### config.mk
export PLATFORM = sky130hd
export DESIGN_NAME = matrix_keypad_scanner
export DESIGN_NICKNAME = d
export VERILOG_FILES = /design/src/rtl/matrix_keypad_scanner.sv
export SDC_FILE = /design/constraint.sdc
export NUM_CORES = 1
export LEC_CHECK = 0
export CAP_MARGIN = 0
export CORE_UTILIZATION = 56
export DETAILED_ROUTE_END_ITERATION = 6
export GPL_ROUTABILITY_DRIVEN = 1
export PLACE_DENSITY_LB_ADDON = 0.25
export SLEW_MARGIN = 20
export SYNTH_ARGS = -nofsm -noshare
export SYNTH_HDL_FRONTEND = slang
export SYNTH_SLANG_ARGS = --single-unit
### constraint.sdc
create_clock -name clock -period 2.4 [get_ports clock]
set_input_delay 0.24 -clock clock [delete_from_list [all_inputs] [get_ports clock]]
set_output_delay 0.24 -clock clock [all_outputs]
set_load 0.02 [all_outputs]
### src/rtl/matrix_keypad_scanner.sv
// Row/column matrix keypad scanner: two-flop row synchroniser, press/release
// debounce, column scan with lowest-column/lowest-row priority, and a small
// key-code FIFO read through a valid/ready handshake.
// Optional feature: define KEYPAD_AUTOREPEAT_EN to re-push the held key code
// after REPEAT_DELAY cycles and then every REPEAT_PERIOD cycles.
//
// Each column is driven for SETTLE+2 cycles before its rows are sampled: two
// cycles flush the synchroniser, then rows are seen stable for SETTLE cycles.
// Exact latency from a row edge (applied just after clock edge 0) to the FIFO
// push edge: 3 + DEBOUNCE + (c+1)*(SETTLE+2) + 1 edges; key_valid_o is high
// right after that edge. Defaults give 20 edges for a key in column 2.
module matrix_keypad_scanner #(
  parameter int unsigned ROWS          = 4,
  parameter int unsigned COLS          = 4,
  parameter int unsigned SETTLE        = 2,
  parameter int unsigned DEBOUNCE      = 4,
  parameter int unsigned FIFO_DEPTH    = 4,
`ifdef KEYPAD_AUTOREPEAT_EN
  parameter int unsigned REPEAT_DELAY  = 32,
  parameter int unsigned REPEAT_PERIOD = 8,
`endif
  parameter int unsigned CODE_W        = $clog2(ROWS * COLS)
) (
  input  logic              clock,
  input  logic              reset,
  input  logic [ROWS-1:0]   row_i,
  output logic [COLS-1:0]   col_o,
  output logic [CODE_W-1:0] key_code_o,
  output logic              key_valid_o,
  input  logic              key_ready_i,
  output logic              overflow_o,
  output logic              busy_o
);

  localparam int unsigned CntW = $clog2(DEBOUNCE + 1);
  localparam int unsigned StW  = $clog2(SETTLE + 2);
  localparam int unsigned ColW = $clog2(COLS);
  localparam int unsigned RowW = $clog2(ROWS);
  localparam int unsigned AddrW = $clog2(FIFO_DEPTH);
  localparam int unsigned PtrW = AddrW + 1;
`ifdef KEYPAD_AUTOREPEAT_EN
  localparam int unsigned RepMax = (REPEAT_DELAY > REPEAT_PERIOD) ? REPEAT_DELAY : REPEAT_PERIOD;
  localparam int unsigned RepW = $clog2(RepMax + 1);
`endif

  typedef enum logic [1:0] {StIdle, StDebPress, StScan, StHold} state_e;

  logic [ROWS-1:0]   sync1_q, rs_q;
  logic              any;
  state_e            state_q, state_d;
  logic [CntW-1:0]   cnt_q, cnt_d;
  logic [ColW-1:0]   c_q, c_d;
  logic [StW-1:0]    settle_q, settle_d;
  logic [CODE_W-1:0] code_q, code_d;
  logic              push_q, push_d;
  logic [RowW-1:0]   row_idx;
`ifdef KEYPAD_AUTOREPEAT_EN
  logic [RepW-1:0]   rep_q, rep_d;
  logic              rep_first_q, rep_first_d;
`endif

  logic [CODE_W-1:0] mem_q [FIFO_DEPTH];
  logic [PtrW-1:0]   wptr_q, rptr_q;
  logic              empty, full, pop, push_ok;

  // Two-flop synchroniser for the asynchronous row lines.
  always_ff @(posedge clock or posedge reset) begin
    if (reset) begin
      sync1_q <= '0;
      rs_q    <= '0;
    end else begin
      sync1_q <= row_i;
      rs_q    <= sync1_q;
    end
  end

  assign any = |rs_q;

  // Lowest set row wins within the sampled column.
  always_comb begin
    row_idx = '0;
    for (int i = ROWS - 1; i >= 0; i--) begin
      if (rs_q[i]) row_idx = RowW'(i);
    end
  end

  // Scanner state register.
  always_ff @(posedge clock or posedge reset) begin
    if (reset) begin
      state_q     <= StIdle;
      cnt_q       <= '0;
      c_q         <= '0;
      settle_q    <= '0;
      code_q      <= '0;
      push_q      <= 1'b0;
`ifdef KEYPAD_AUTOREPEAT_EN
      rep_q       <= '0;
      rep_first_q <= 1'b1;
`endif
    end else begin
      state_q     <= state_d;
      cnt_q       <= cnt_d;
      c_q         <= c_d;
      settle_q    <= settle_d;
      code_q      <= code_d;
      push_q      <= push_d;
`ifdef KEYPAD_AUTOREPEAT_EN
      rep_q       <= rep_d;
      rep_first_q <= rep_first_d;
`endif
    end
  end

  // Next-state, column drive and push request.
  always_comb begin
    state_d     = state_q;
    cnt_d       = cnt_q;
    c_d         = c_q;
    settle_d    = settle_q;
    code_d      = code_q;
    push_d      = 1'b0;
    col_o       = '1;
`ifdef KEYPAD_AUTOREPEAT_EN
    rep_d       = rep_q;
    rep_first_d = rep_first_q;
`endif
    unique case (state_q)
      StIdle: begin
        if (any) begin
          state_d = StDebPress;
          cnt_d   = '0;
        end
      end
      StDebPress: begin
        if (!any) begin
          state_d = StIdle;
        end else if (cnt_q == CntW'(DEBOUNCE - 1)) begin
          state_d  = StScan;
          c_d      = '0;
          settle_d = '0;
        end else begin
          cnt_d = cnt_q + 1'b1;
        end
      end
      StScan: begin
        col_o = COLS'(1) << c_q;
        if (settle_q != StW'(SETTLE + 1)) begin
          settle_d = settle_q + 1'b1;
        end else if (any) begin
          code_d  = CODE_W'(32'(row_idx) * COLS + 32'(c_q));
          push_d  = 1'b1;
          state_d = StHold;
          cnt_d   = '0;
`ifdef KEYPAD_AUTOREPEAT_EN
          rep_d       = '0;
          rep_first_d = 1'b1;
`endif
        end else if (c_q != ColW'(COLS - 1)) begin
          c_d      = c_q + 1'b1;
          settle_d = '0;
        end else begin
          // Key released before any column saw it.
          state_d = StIdle;
        end
      end
      StHold: begin
        if (any) begin
          cnt_d = '0;
        end else if (cnt_q == CntW'(DEBOUNCE - 1)) begin
          state_d = StIdle;
        end else begin
          cnt_d = cnt_q + 1'b1;
        end
`ifdef KEYPAD_AUTOREPEAT_EN
        // Repeat timer only runs while the key is continuously held.
        if (any) begin
          if (rep_q == (rep_first_q ? RepW'(REPEAT_DELAY - 1) : RepW'(REPEAT_PERIOD - 1))) begin
            push_d      = 1'b1;
            rep_d       = '0;
            rep_first_d = 1'b0;
          end else begin
            rep_d = rep_q + 1'b1;
          end
        end else begin
          rep_d       = '0;
          rep_first_d = 1'b1;
        end
`endif
      end
      default: state_d = StIdle;
    endcase
  end

  assign busy_o = (state_q != StIdle);

  // FIFO control: a full FIFO still accepts a push when the head pops in the same cycle.
  assign empty   = (wptr_q == rptr_q);
  assign full    = ((wptr_q ^ rptr_q) == {1'b1, {AddrW{1'b0}}});
  assign pop     = key_valid_o & key_ready_i;
  assign push_ok = push_q & (~full | pop);

  // FIFO pointers and sticky overflow flag.
  always_ff @(posedge clock or posedge reset) begin
    if (reset) begin
      wptr_q     <= '0;
      rptr_q     <= '0;
      overflow_o <= 1'b0;
    end else begin
      if (push_ok) wptr_q <= wptr_q + 1'b1;
      if (pop) rptr_q <= rptr_q + 1'b1;
      if (push_q && full && !pop) overflow_o <= 1'b1;
    end
  end

  // FIFO storage.
  always_ff @(posedge clock) begin
    if (push_ok) mem_q[wptr_q[AddrW-1:0]] <= code_q;
  end

  assign key_valid_o = ~empty;
  assign key_code_o  = empty ? '0 : mem_q[rptr_q[AddrW-1:0]];

endmodule

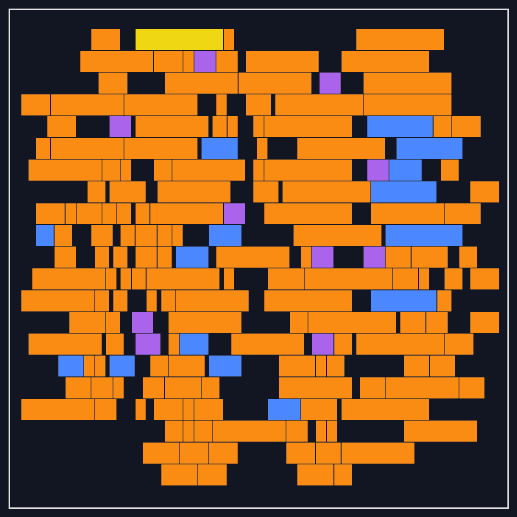
(images/sizes.png)
Drawn at 8 px/um.
legend:
  _0 and _1 cells:
    color: orange
    cells: 154
  _3 and _4 cells:
    color: purple
    cells: 10
  _2 cells:
    color: blue
    cells: 15
  _6 and larger:
    color: yellow
    cells: 1
area added between synthesis and finish: 15.8%
post-route cell area: 2350 sq um

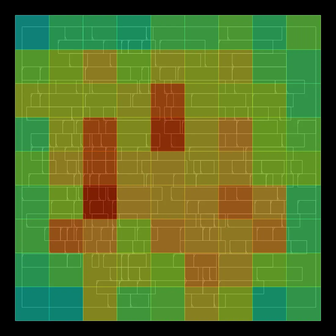
(images/congestion.png)
GR Util All Layers: 19.9%
M2 GR Usage: 37.1%
grt met1 use: 20.6%
wire per inst: 14.7 um
GRT Max-Usage Layer: met2

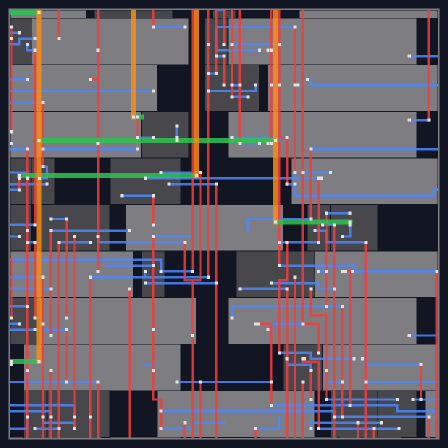
(images/detail.png)
Region (19, 19) to (44, 44) um. Cells in gray, sequential cells in the stronger gray; small squares are vias.
legend:
  metal 3:
    color: green
  metal 4:
    color: orange
  metal 2:
    color: red
  metal 1:
    color: blue
cells with their middle in the window: 34
sequential cells in the window: 15
most frequent: dfrtp_1 (8), edfxtp_1 (7), nor2_1 (3)
netlist names of flops here include: mem_q (7), c_q (2), code_q (2)

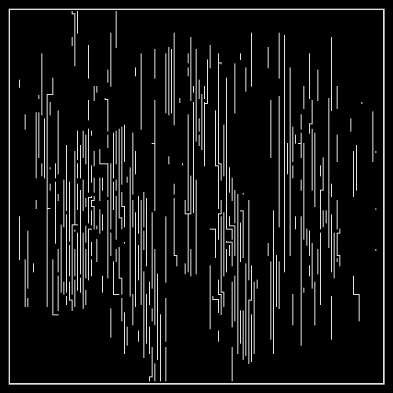
(images/layer_met2.png)
Drawn at 6 px/um.
longest straight run: 39.4 um
share of all routed wire: 56%
vias after detailed routing: 1263
routed wire length: 3320 um

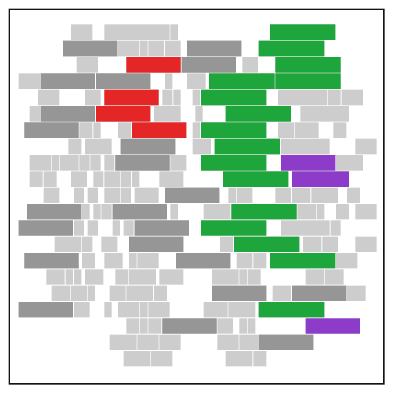
(images/flops_by_reg.png)
Drawn at 6 px/um. Other sequential cells in the stronger gray, the rest of the logic in the fainter gray.
legend:
  rptr_q:
    color: purple
    flops: 3
  mem_q:
    color: green
    flops: 16
  rs_q:
    color: red
    flops: 4
not colored: 22
Util after Layout: 68.8%
FF/Latch Area: 1210 sq um
seq pwr: 1.05 mW
sequential share of cell area: 51.4%

[worst max path at each step]
stage	depth (start not counted)	start	to	slack [ps]
after CTS	3	rptr_q[0]	key_code_o[0]	60
after floorplan	5	rs_q[1]	c_q[0]	700
after detailed placement	3	rptr_q[0]	key_code_o[0]	370
after global placement	3	rptr_q[0]	key_code_o[3]	400
after global routing	4	rptr_q[0]	key_code_o[2]	5
final	3	state_q[1]	col_o[3]	100
[final cells by class]
type                    count  area share, %
clock buffers               5           1.60
well taps                  46           2.45
clock inverters             3           1.97
repair buffers             20           8.31
inverters                  12           1.92
flip-flops and latches     45           51.4
multi-input cells          95           32.3
[worst min-delay path, stage by stage]
cell and delay, ps:
clkdlybuf4s50_1 390, inv_1 50, buf_4 330
==> impl_metrics.env <==
# implementation run metrics
export IMPL_dp_hpwl_um=2460
export IMPL_cts_sinks=45
export IMPL_ys_flop_type="dfrtp_1"
export IMPL_n_antenna_cell=0
export IMPL_gr_total_overflow=0
export IMPL_arrival_ps=2060
export IMPL_preCtsSetupSlack_ps=369
export IMPL_netlist_area_sq_um=2030
export IMPL_grt_pass1_vias=1316
export IMPL_period_used_pct=95.8
export IMPL_htree_levels=2
export IMPL_power_leader="registers"
export IMPL_comb_area_sq_um=759
export IMPL_critPathKind="reg -> out"
export IMPL_start_kind="register"
export IMPL_endpoint_kind="output port"
export IMPL_power_frac_clock_pct=19.9
export IMPL_ir_drop_mv=0.514
export IMPL_cts_hold_fix_buffers=0
export IMPL_cts_made_buffers=5
export IMPL_lay_top_cells="dfrtp_1, clkdlybuf4s50_1, edfxtp_1"
export IMPL_slowest_stage="clkdlybuf4s50_1"
export IMPL_logic_family="simple AND/OR/NAND/NOR gates"
export IMPL_maxCapViolCount=0
export IMPL_reg2reg_slack_ps=460
export IMPL_fp_dieW_um=62.2
export IMPL_hold_ws_ps=220
export IMPL_hold_class="in -> async"
export IMPL_post_cts_buffers=0
export IMPL_dpl_cell_area_sq_um=2250
export IMPL_cp_cell_sequence="inv_1 > or3_1 > clkdlybuf4s50_1"
export IMPL_power_density_nw_per_um2=994
export IMPL_drc_errors=0
export IMPL_synth_chip_area_sq_um=2030
export IMPL_top_area_cell="dfrtp_1"
export IMPL_status="complete, no violations"
export IMPL_p_int_mw=1.55
export IMPL_wl_met1_um=1290
export IMPL_setup_ws_ps=101
export IMPL_numSynthFlops=45
export IMPL_r2r_worst_path_cells=4
export IMPL_vias_per_cell=5.59
export IMPL_final_antenna_net_count=0
export IMPL_top_cells_by_count="dfrtp_1, edfxtp_1, inv_1, ha_1, nor2_1"
export IMPL_switching_power_mw=0.781
export IMPL_synthMostInstantiatedCell="dfrtp_1"
export IMPL_drt_iter0_markers=30
export IMPL_cts_resized=1
export IMPL_first_pass_iters=4
export IMPL_fp_nets=174
export IMPL_setup_viol=0
export IMPL_coreArea_sq_um=3420
export IMPL_yosysWarnings=0
export IMPL_grt_max_degree=30
export IMPL_crit_family="buffers and inverters"
export IMPL_fa_ha_area_share_pct=6.79
export IMPL_ys_cells=156
export IMPL_grt_first_pass_wirelength_um=5830
export IMPL_placed_cells=216
export IMPL_path_buffers=2
export IMPL_required_ps=2160
export IMPL_synth_seq_share_pct=59.5
export IMPL_clock_fmax_mhz=435
export IMPL_syn_avg_cell_area_sq_um=13.0
export IMPL_slew_viol_final=0
export IMPL_wl_met3_um=108
export IMPL_mostFrequentLayoutCell="dfrtp_1"
export IMPL_root_buffer="clkbuf_4"
export IMPL_dieArea_sq_um=3870
export IMPL_p_clk_mw=0.465
export IMPL_die_height_um=62.2
export IMPL_tightest_slew_ps=732
export IMPL_layout_cells_non_filler=226
export IMPL_fp_util_pct=59.4
export IMPL_maxSlewHeadroom_pct=50.8
export IMPL_rsz0062_at_grt="no"
export IMPL_async_flop_share_pct=64.4
export IMPL_fin_skew_ps=11.5
export IMPL_warnings=32
export IMPL_antenna_found_initial=0
export IMPL_leakage_nw=0.982
export IMPL_ys_sh_simple_pct=12.0
export IMPL_insertion_delay_ps=360
export IMPL_num_fill_cells=246
export IMPL_wl_met2_um=1860
export IMPL_pwr_share_seq_pct=44.9
export IMPL_comb_cell_power_mw=0.822
export IMPL_power_total_mw=2.33
export IMPL_synth_edff_count=16
export IMPL_switching_share_pct=33.4
export IMPL_period_needed_ps=2300
export IMPL_area_leaders="dfrtp_1, edfxtp_1, ha_1"
export IMPL_drive_gt1_share_pct=14.4
export IMPL_path_clk_slew_ps=130
export IMPL_ctsLongestPathBuffers=2
export IMPL_io_pins=18
export IMPL_rr_startpoint="rs_q[1]"
export IMPL_synthAoiAreaFrac_pct=7.53
export IMPL_timing_setup_tns_ps=0
export IMPL_power_frac_comb_pct=35.2
export IMPL_ys_sh_mux_pct=7.71
export IMPL_dr_max_layer_used="met4"
export IMPL_largest_reg_flops=16
export IMPL_synth_top_area_share_pct=35.8
export IMPL_grt_use_met3_pct=5.33
export IMPL_io_buffers=17
export IMPL_cts_tree="done"
export IMPL_syn_inst=156
export IMPL_place_gp_congestion=0.830
export IMPL_reg2reg_to="c_q[0]"
export IMPL_hold_violations=0
export IMPL_nNetsFinal=197
No activity file was given, so power comes from the tool's default toggle rates.
